pins.png
Pins as bars across the die edge, other pins in grey.
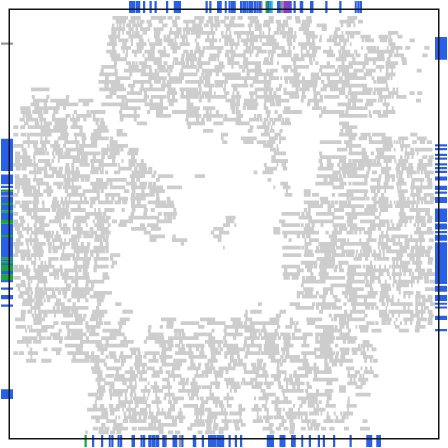
clock_map.png
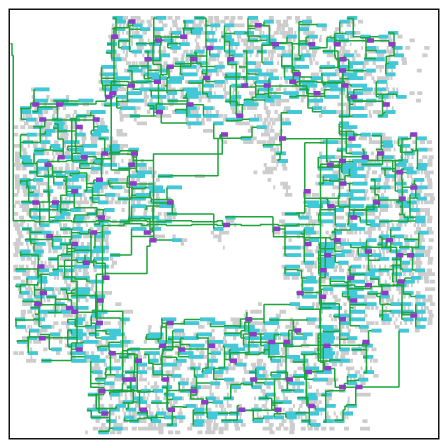
metal_stack.png
Bar = 100 um.
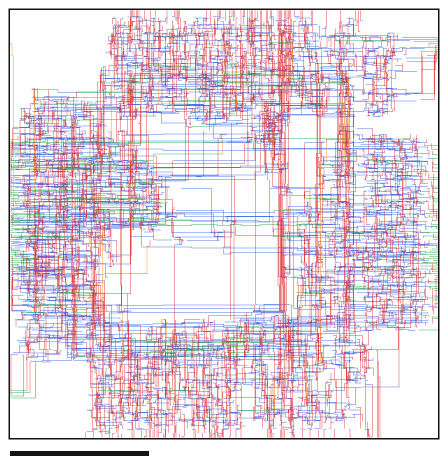
port_nets.png
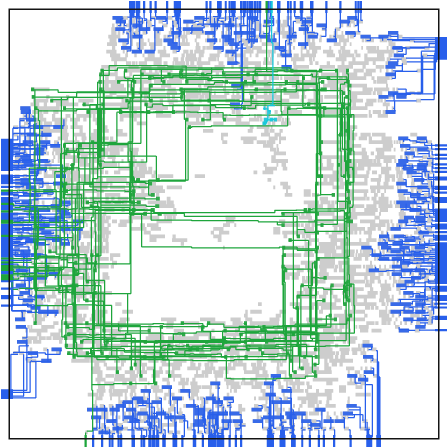
final_placement.png
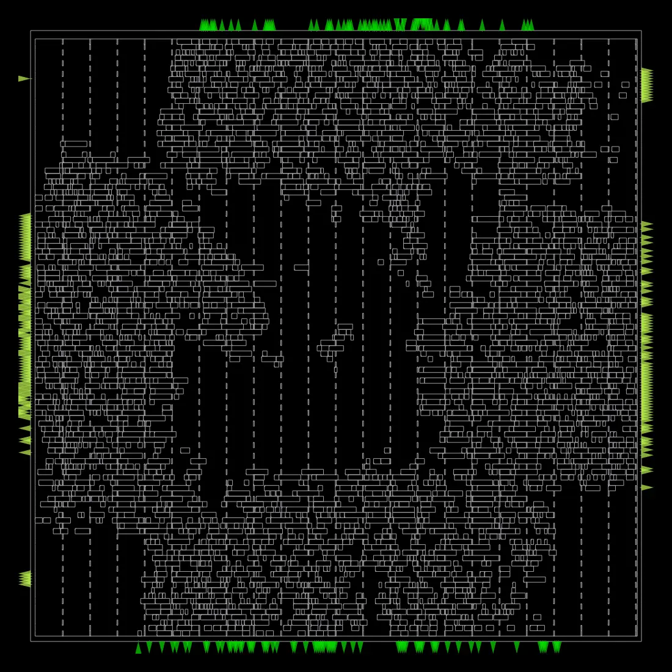
**src/rtl/prt_scaler_pkg.sv**
```systemverilog
// Shared scaler definitions: VPS stream geometry and the parameter index map
// used by both the control block and the VPS receiver.
package prt_scaler_pkg;

    localparam int P_VPS_IDX_WIDTH = 4;
    localparam int P_VPS_DAT_WIDTH = 16;
    localparam int P_VPS_NUM       = 16;

    typedef enum logic [P_VPS_IDX_WIDTH-1:0] {
        VPS_SRC_WIDTH  = 4'd0,
        VPS_SRC_HEIGHT = 4'd1,
        VPS_DST_WIDTH  = 4'd2,
        VPS_DST_HEIGHT = 4'd3,
        VPS_H_RATIO    = 4'd4,
        VPS_V_RATIO    = 4'd5,
        VPS_H_PHASE    = 4'd6,
        VPS_V_PHASE    = 4'd7,
        VPS_CROP_X     = 4'd8,
        VPS_CROP_Y     = 4'd9,
        VPS_CROP_W     = 4'd10,
        VPS_CROP_H     = 4'd11,
        VPS_FILL_Y     = 4'd12,
        VPS_FILL_C     = 4'd13,
        VPS_CTRL       = 4'd14,
        VPS_RSVD       = 4'd15
    } vps_idx_e;

endpackage

```
**src/rtl/prt_scaler_vps_rx_if.sv**
```systemverilog
// Bundle of the VPS receive stream, frame-start strobe and active parameter outputs.
// The master drives the stream; the slave is the receiver.
interface prt_scaler_vps_rx_if
    import prt_scaler_pkg::*;
#(
    parameter int P_IDX_WIDTH = P_VPS_IDX_WIDTH,
    parameter int P_DAT_WIDTH = P_VPS_DAT_WIDTH,
    parameter int P_VPS_NUM   = prt_scaler_pkg::P_VPS_NUM
);
    logic                             CTL_RUN_IN;
    logic [P_IDX_WIDTH-1:0]           VPS_IDX_IN;
    logic [P_DAT_WIDTH-1:0]           VPS_DAT_IN;
    logic                             VPS_VLD_IN;
    logic                             VID_FS_IN;
    logic [P_VPS_NUM*P_DAT_WIDTH-1:0] PAR_OUT;
    logic                             PAR_VLD_OUT;
    logic                             PAR_UPD_OUT;
    logic                             ERR_OUT;

    modport master (
        output CTL_RUN_IN, VPS_IDX_IN, VPS_DAT_IN, VPS_VLD_IN, VID_FS_IN,
        input  PAR_OUT, PAR_VLD_OUT, PAR_UPD_OUT, ERR_OUT
    );

    modport slave (
        input  CTL_RUN_IN, VPS_IDX_IN, VPS_DAT_IN, VPS_VLD_IN, VID_FS_IN,
        output PAR_OUT, PAR_VLD_OUT, PAR_UPD_OUT, ERR_OUT
    );

endinterface

```
**src/rtl/prt_scaler_vps_rx.sv**
```systemverilog
// VPS receiver: captures one complete in-order sweep into a pending bank and
// commits it to the active parameters on the next frame start (tear-free update).
module prt_scaler_vps_rx
    import prt_scaler_pkg::*;
#(
    parameter int P_IDX_WIDTH = P_VPS_IDX_WIDTH,
    parameter int P_DAT_WIDTH = P_VPS_DAT_WIDTH,
    parameter int P_VPS_NUM   = prt_scaler_pkg::P_VPS_NUM  // must equal 2**P_IDX_WIDTH
) (
    input logic                VID_CLK_IN,
    input logic                VID_RST_IN,
    prt_scaler_vps_rx_if.slave bus
);

    typedef enum logic [1:0] {
        IDLE,
        SYNC,
        CAPT
    } state_e;

    localparam logic [P_IDX_WIDTH-1:0] LAST_IDX = P_IDX_WIDTH'(P_VPS_NUM - 1);

    state_e                           state;
    logic [P_IDX_WIDTH-1:0]           exp_idx;
    logic [P_DAT_WIDTH-1:0]           cap [P_VPS_NUM];
    logic [P_VPS_NUM*P_DAT_WIDTH-1:0] pend;
    logic [P_VPS_NUM*P_DAT_WIDTH-1:0] act;
    logic                             pend_vld;
    logic                             par_vld;
    logic                             par_upd;
    logic                             err;

    assign bus.PAR_OUT     = act;
    assign bus.PAR_VLD_OUT = par_vld;
    assign bus.PAR_UPD_OUT = par_upd;
    assign bus.ERR_OUT     = err;

    always_ff @(posedge VID_CLK_IN) begin
        if (VID_RST_IN) begin
            state    <= IDLE;
            exp_idx  <= '0;
            pend     <= '0;
            act      <= '0;
            pend_vld <= 1'b0;
            par_vld  <= 1'b0;
            par_upd  <= 1'b0;
            err      <= 1'b0;
            for (int i = 0; i < P_VPS_NUM; i++) begin
                cap[i] <= '0;
            end
        end else begin
            par_upd <= 1'b0;

            // Commit looks at the registered pend_vld, so a sweep finishing in this
            // same cycle is not committed yet; the old pend goes out instead.
            if (bus.VID_FS_IN && pend_vld) begin
                act      <= pend;
                par_vld  <= 1'b1;
                par_upd  <= 1'b1;
                pend_vld <= 1'b0;
            end

            if (!bus.CTL_RUN_IN) begin
                state    <= IDLE;
                exp_idx  <= '0;
                pend_vld <= 1'b0;
                err      <= 1'b0;
            end else begin
                case (state)
                    IDLE: begin
                        state <= SYNC;
                    end
                    SYNC: begin
                        if (bus.VPS_VLD_IN && bus.VPS_IDX_IN == '0) begin
                            cap[0]  <= bus.VPS_DAT_IN;
                            exp_idx <= P_IDX_WIDTH'(1);
                            state   <= CAPT;
                        end
                    end
                    CAPT: begin
                        if (bus.VPS_VLD_IN) begin
                            if (bus.VPS_IDX_IN == exp_idx) begin
                                cap[exp_idx] <= bus.VPS_DAT_IN;
                                exp_idx      <= exp_idx + 1'b1;
                                // Last index bypasses cap so the set lands in pend in one step.
                                if (exp_idx == LAST_IDX) begin
                                    for (int i = 0; i < P_VPS_NUM - 1; i++) begin
                                        pend[i*P_DAT_WIDTH +: P_DAT_WIDTH] <= cap[i];
                                    end
                                    pend[(P_VPS_NUM-1)*P_DAT_WIDTH +: P_DAT_WIDTH] <= bus.VPS_DAT_IN;
                                    pend_vld <= 1'b1;
                                end
                            end else begin
                                err <= 1'b1;
                                if (bus.VPS_IDX_IN == '0) begin
                                    cap[0]  <= bus.VPS_DAT_IN;
                                    exp_idx <= P_IDX_WIDTH'(1);
                                    state   <= CAPT;
                                end else begin
                                    exp_idx <= '0;
                                    state   <= SYNC;
                                end
                            end
                        end
                    end
                    default: begin
                        state <= IDLE;
                    end
                endcase
            end
        end
    end

endmodule
```
**src/flat_wrapper.sv**
```systemverilog
// flat-port wrapper written by rule: the top's interface ports become plain ports
module prt_scaler_vps_rx_flat import prt_scaler_pkg::*;
#(
    parameter int P_IDX_WIDTH = P_VPS_IDX_WIDTH,
    parameter int P_DAT_WIDTH = P_VPS_DAT_WIDTH,
    parameter int P_VPS_NUM   = prt_scaler_pkg::P_VPS_NUM                              
)
  (VID_CLK_IN, VID_RST_IN, bus_CTL_RUN_IN, bus_VPS_IDX_IN, bus_VPS_DAT_IN, bus_VPS_VLD_IN, bus_VID_FS_IN, bus_PAR_OUT, bus_PAR_VLD_OUT, bus_PAR_UPD_OUT, bus_ERR_OUT);
  prt_scaler_vps_rx_if #(.P_IDX_WIDTH(P_IDX_WIDTH), .P_DAT_WIDTH(P_DAT_WIDTH), .P_VPS_NUM(P_VPS_NUM)) bus_i ();
  input logic VID_CLK_IN;
  input logic VID_RST_IN;
  input wire logic [$bits(bus_i.CTL_RUN_IN)-1:0] bus_CTL_RUN_IN;
  input wire logic [$bits(bus_i.VPS_IDX_IN)-1:0] bus_VPS_IDX_IN;
  input wire logic [$bits(bus_i.VPS_DAT_IN)-1:0] bus_VPS_DAT_IN;
  input wire logic [$bits(bus_i.VPS_VLD_IN)-1:0] bus_VPS_VLD_IN;
  input wire logic [$bits(bus_i.VID_FS_IN)-1:0] bus_VID_FS_IN;
  output wire logic [$bits(bus_i.PAR_OUT)-1:0] bus_PAR_OUT;
  output wire logic [$bits(bus_i.PAR_VLD_OUT)-1:0] bus_PAR_VLD_OUT;
  output wire logic [$bits(bus_i.PAR_UPD_OUT)-1:0] bus_PAR_UPD_OUT;
  output wire logic [$bits(bus_i.ERR_OUT)-1:0] bus_ERR_OUT;
  assign bus_i.CTL_RUN_IN = bus_CTL_RUN_IN;
  assign bus_i.VPS_IDX_IN = bus_VPS_IDX_IN;
  assign bus_i.VPS_DAT_IN = bus_VPS_DAT_IN;
  assign bus_i.VPS_VLD_IN = bus_VPS_VLD_IN;
  assign bus_i.VID_FS_IN = bus_VID_FS_IN;
  assign bus_PAR_OUT = bus_i.PAR_OUT;
  assign bus_PAR_VLD_OUT = bus_i.PAR_VLD_OUT;
  assign bus_PAR_UPD_OUT = bus_i.PAR_UPD_OUT;
  assign bus_ERR_OUT = bus_i.ERR_OUT;
  prt_scaler_vps_rx #(.P_IDX_WIDTH(P_IDX_WIDTH), .P_DAT_WIDTH(P_DAT_WIDTH), .P_VPS_NUM(P_VPS_NUM)) u_core (.VID_CLK_IN(VID_CLK_IN), .VID_RST_IN(VID_RST_IN), .bus(bus_i));
endmodule
```
**config.mk**
```make
export PLATFORM = sky130hd
export DESIGN_NAME = prt_scaler_vps_rx_flat
export DESIGN_NICKNAME = d
export VERILOG_FILES = /design/src/rtl/prt_scaler_pkg.sv /design/src/rtl/prt_scaler_vps_rx_if.sv /design/src/rtl/prt_scaler_vps_rx.sv /design/src/flat_wrapper.sv
export SDC_FILE = /design/constraint.sdc
export NUM_CORES = 1
export LEC_CHECK = 0
export ABC_AREA = 0
export CAP_MARGIN = 20
export CORE_MARGIN = 2
export CORE_UTILIZATION = 32
export CTS_BUF_LIST = sky130_fd_sc_hd__clkbuf_2 sky130_fd_sc_hd__clkbuf_4 sky130_fd_sc_hd__clkbuf_8
export CTS_CLUSTER_SIZE = 30
export DETAILED_ROUTE_END_ITERATION = 8
export SLEW_MARGIN = 20
export SYNTH_ARGS = -nofsm -noshare
export SYNTH_HDL_FRONTEND = slang
export SYNTH_SLANG_ARGS = --single-unit
```
**constraint.sdc**
```tcl
create_clock -name VID_CLK_IN -period 4.6 [get_ports VID_CLK_IN]
set_clock_uncertainty 0.2 [all_clocks]
set_input_delay 0.92 -clock VID_CLK_IN [delete_from_list [all_inputs] [get_ports VID_CLK_IN]]
set_output_delay 0.92 -clock VID_CLK_IN [all_outputs]
set_load 0.03 [all_outputs]
```
==> summary.rpt <==
IMPLEMENTATION SUMMARY REPORT
----------------------------------------------------
[Status]
  Result of the run ........................ finished clean

[Yosys]
  Main kind of combinational logic by area ........................ simple AND/OR/NAND/NOR gates
  Syn Area/Cell ........................ 10.4 sq um
  Compound Share, Synth ........................ 0.0506
  Syn Inst Count ........................ 2,847
  Synthesis-stage register bit count ........................ 762
  Floorplan net count ........................ 2,876
  Area of the mapped netlist ........................ 0.0297 sq mm
  Synth Area in XOR/XNOR ........................ 0.00118
  Register area share after synthesis ........................ 0.594
  Adders+Majority by Area ........................ 0.00168
  Area fraction in mux cells ........................ 0.0865
  Total of warnings raised by yosys ........................ 0
  Simple share ........................ 0.235
  Count of different cell masters after synthesis ........................ 36
  Yosys cell count ........................ 2,847
  Chip Area, Yosys ........................ 0.0297 sq mm

[Global routing]
  Leftover overflow at the end of global routing ........................ 0
  Vias in the first global route ........................ 19,600
  Global-route wire length before repair ........................ 116,000 um
  All-Layer GR Usage ........................ 0.161
  Initial antenna violation count ........................ 20
  Largest net degree at the start of global routing ........................ 268

[Layout]
  Most common logic cell in the routed design ........................ sky130_fd_sc_hd__dfxtp_1
  Synth-to-layout area growth ........................ 22.9%
  Most frequently placed logic cells in the final layout ........................ 522 x sky130_fd_sc_hd__dfxtp_1, 517 x sky130_fd_sc_hd__nand2_1, 515 x sky130_fd_sc_hd__nand2b_1, 266 x sky130_fd_sc_hd__clkdlybuf4s50_1, 262 x sky130_fd_sc_hd__a21oi_1
  Share of final-layout standard cells stronger than drive strength 1 ........................ 0.103
  Post-layout nets ........................ 3,125

[Timing]
  Final-layout worst hold slack ........................ 0.238 ns
  Final count of hold timing violations ........................ 0
  Transition time at the pin with the least slew margin ........................ 1.11 ns
  Upper clock frequency limit ........................ 303 MHz
  Final setup violation count ........................ 0
  Fin crit period ........................ 3.30 ns
  Final slew viol count ........................ 0
  Sum of negative setup slack ........................ 0 ns
  Unrepaired setup endpoints after global routing ........................ false
  Final clock period utilization by the worst path ........................ 0.717
  Max-slew headroom ........................ 0.257
  Worst setup margin ........................ 1.30 ns

[Job]
  OpenROAD warning count ........................ 42
  MaxCap Viol Count ........................ 0

[Place]
  Total half-perimeter wirelength after legalization and detailed placement ........................ 44,700 um
  Count of input and output buffers ........................ 283
  Minimum setup slack after placement ........................ 0.431 ns
  RD Place Congestion ........................ 0.736

[Setup path]
  Largest fanout on the critical path ........................ 24
  Class of the most critical setup path ........................ input port to register
  Crit path cell chain ........................ clkdlybuf4s50_1 > xor2_1 > or4_1 > buf_4 > nor4_4 > buf_4 > buf_4 > mux2i_1
  Worst path buffer plus inverter count ........................ 4
  FF-to-FF Start ........................ u_core.exp_idx[3]$_SDFFE_PP0P_
  CP Launch Type ........................ input port
  Required time of the worst setup path ........................ 5.09 ns
  Critical path's largest stage delay ........................ 0.59 ns
  Critical path's slowest cell ........................ sky130_fd_sc_hd__or4_1
  Most frequent cell on the critical path ........................ sky130_fd_sc_hd__buf_4
  Arrival time reported for the critical path endpoint ........................ 3.78 ns
  Crit end category ........................ register
  Top cell family by delay on the critical path ........................ buffers and inverters
  Setup crit start ........................ bus_VPS_IDX_IN[0]

[Detailed routing]
  Average routed wire per standard cell ........................ 17.5 um
  Vias post-DR ........................ 20,000
  Post-detailed-route count of antenna-violating nets ........................ 0
  DR vias/cell ........................ 4.48
  First-pass iteration count of the detailed router ........................ 7
  Initial DRC Count ........................ 1,833
  Total routed wirelength ........................ 77,900 um
  DRC Markers ........................ 0

[Floorplan]
  Die outline area ........................ 0.0954 sq mm
  Y dimension of the die ........................ 309 um
  Effective utilization at floorplan ........................ 0.324
  Die X ........................ 309 um
  Row count ........................ 111
  Core ar. ........................ 0.0919 sq mm
  I/O pin cnt ........................ 284

[Clock network]
  CTS sink count ........................ 762
  Post-CTS setup repair buffer count ........................ 0
  Post-cts hold buffer count ........................ 0
  Inserted Clock Buffers ........................ 134
  Clock insertion delay at the later pin of the skew report ........................ 0.79 ns
  Buffer type at the clock tree root ........................ sky130_fd_sc_hd__clkbuf_8
  Cts repair resizes ........................ 0
  Maximum number of buffers from clock root to sink ........................ 3
  Register clock-pin slew on the reported worst setup and hold paths ........................ 0.06 ns
  H-tree level count ........................ 4
  Clock tree from TritonCTS ........................ built

[Hold path]
  Type of the worst min-delay path ........................ register to register
  Critical hold path startpoint ........................ u_core.pend[218]$_SDFFE_PP0P_

[Pwr]
  Pwr per Cell Area ........................ 384 mW/mm^2
  Leakage ........................ 0.0122 uW
  Worst IR Drop VDD ........................ 0.223 mV

----------------------------------------------------
Notes on pins.png above:
legend:
  bus_VPS_IDX_IN:
    colour: purple
    pins: 4
    direction: input
    edge: top
  bus_VPS_DAT_IN:
    colour: green
    pins: 16
    direction: input
    edge: 14 left, 1 bottom, 1 top
  bus_VPS_VLD_IN:
    colour: cyan
    pins: 1
    direction: input
    edge: top
  bus_PAR_OUT:
    colour: blue
    pins: 256
    direction: output
    edge: 74 right, 66 left, 64 bottom, 52 top
all pins by edge: 82 left, 74 right, 67 bottom, 61 top

Notes on clock_map.png above:
legend:
  cells driving clock nets:
    colour: purple
    count: 134
  clock wires:
    colour: green
    length: 10,900 um
  flip-flops:
    colour: cyan
    count: 762
routed clock nets: 135
flops lie: widely spread

Notes on metal_stack.png above:
legend:
  met4:
    colour: orange
    wire_length: 1,460 um
  met3:
    colour: green
    wire_length: 5,130 um
  met1:
    colour: blue
    wire_length: 36.6 mm
  met5:
    colour: purple
    wire_length: 24.8 um
  met2:
    colour: red
    wire_length: 34.6 mm

Notes on port_nets.png above:
legend:
  bus_PAR_OUT:
    colour: blue
    bits: 256
    direction: output
    end_cells: 256
    buffers: 256
    wire: 8,100 um
  bus_VPS_DAT_IN:
    colour: green
    bits: 16
    direction: input
    end_cells: 256
    buffers: 16
    wire: 14,800 um
  bus_VPS_VLD_IN:
    colour: cyan
    bits: 1
    direction: input
    end_cells: 6
    buffers: 1
    wire: 102 um

Notes on final_placement.png above:
flip-flops: 762
sequential portion of the cell area: 0.483

[cells in the mapped netlist (all sizes together)]
master / count / area [sq um]
dfxtp: 522 / 10500
nand2: 518 / 1940
nand2b: 515 / 3220
a21oi: 263 / 1320
mux2i: 257 / 2570
edfxtp: 240 / 7210
and2: 225 / 1410
clkbuf: 170 / 638
buf: 42 / 263
a21boi: 16 / 120
or2: 15 / 93.8
nor4: 12 / 138
inv: 6 / 22.5
nor2: 6 / 22.5
ha: 4 / 50.1
nor3: 4 / 30.0
o21ai: 4 / 20.0
or4: 4 / 30.0
xor2: 4 / 35.0
nand3: 3 / 15.0
nand3b: 3 / 22.5
nor4b: 3 / 45.0
and3: 2 / 12.5
a22o: 1 / 8.76
a311oi: 1 / 8.76
a31oi: 1 / 6.26
and3b: 1 / 8.76
nand4: 1 / 6.26
nor2b: 1 / 6.26
o211a: 1 / 10.0
o21a: 1 / 7.51
o31a: 1 / 8.76
[report_power, final]
| group | internal (uW) | switching (uW) | leakage (uW) |
|---|---|---|---|
| Clock | 3790 | 2820 | 0.00152 |
| Combinational | 118 | 266 | 0.00399 |
| Sequential | 7000 | 25.2 | 0.00664 |
| Total | 10900 | 3110 | 0.0122 |
[final timing paths]
check                           cells after the start                                    to  slack, ns
worst min-delay path                                2  u_core.bus.PAR_OUT[218]$_SDFFE_PP0P_       0.24
worst max-delay path                                8          u_core.pend[89]$_SDFFE_PP0P_       1.30
worst min register to register                      2  u_core.bus.PAR_OUT[218]$_SDFFE_PP0P_       0.24
worst max register to register                      7          u_core.pend[89]$_SDFFE_PP0P_       1.37
[cells by family (layout without fill, tap and decap cells)]
group           count (synthesis)  in the layout
fa+ha+maj                       4              4
xor+xnor                        4              4
other cells                     0              7
mux                           257            257
flops                         762            762
buf+inv                       218            574
compound gates                289            289
simple gates                 1313           1313
[registers in the layout, summed over array words and instances (netlist names)]
name / flops
u_core.exp_idx: 4
u_core.bus.PAR_OUT: 256
u_core.bus.PAR_UPD_OUT: 1
u_core.bus.ERR_OUT: 1
u_core.cap: 240
u_core.bus.PAR_VLD_OUT: 1
u_core.state: 2
u_core.pend_vld: 1
u_core.pend: 256
[area by class of cell]
type	instances	area, sq um
flip-flops and latches	762	17700
multi-input cells	1867	11200
inverters	6	22.5
fillers	9067	55400
clock inverters	30	278
repair buffers	325	3250
well taps	1243	1560
clock buffers	213	2580
diodes	7	17.5
[worst register-to-register path, delay by kind of cell (launching register included)]
kind          cells  cell delay (ns)
simple gates      2             0.89
xor+xnor          1             0.15
buf+inv           3             1.01
flops             1             0.65
mux               1             0.26
[layer usage]
metal	part of all wire	track usage
met5	0.00031	0
met3	0.066	0.0360
met1	0.47	0.225
met4	0.019	0.0542
met2	0.44	0.246
[stage by stage]
step	utilization	total power [uW]	area (sq um)	std cells
final	0.398	14000	36600	4453
after global routing	0.398	14600	36600	4447
after CTS	0.398	14200	36600	4446
after detailed placement	0.366	7560	33700	4203
after global placement	0.366	7560	33700	4203
after floorplan	-	7390	29700	2847
No activity file was given, so power comes from the tool's default toggle rates.
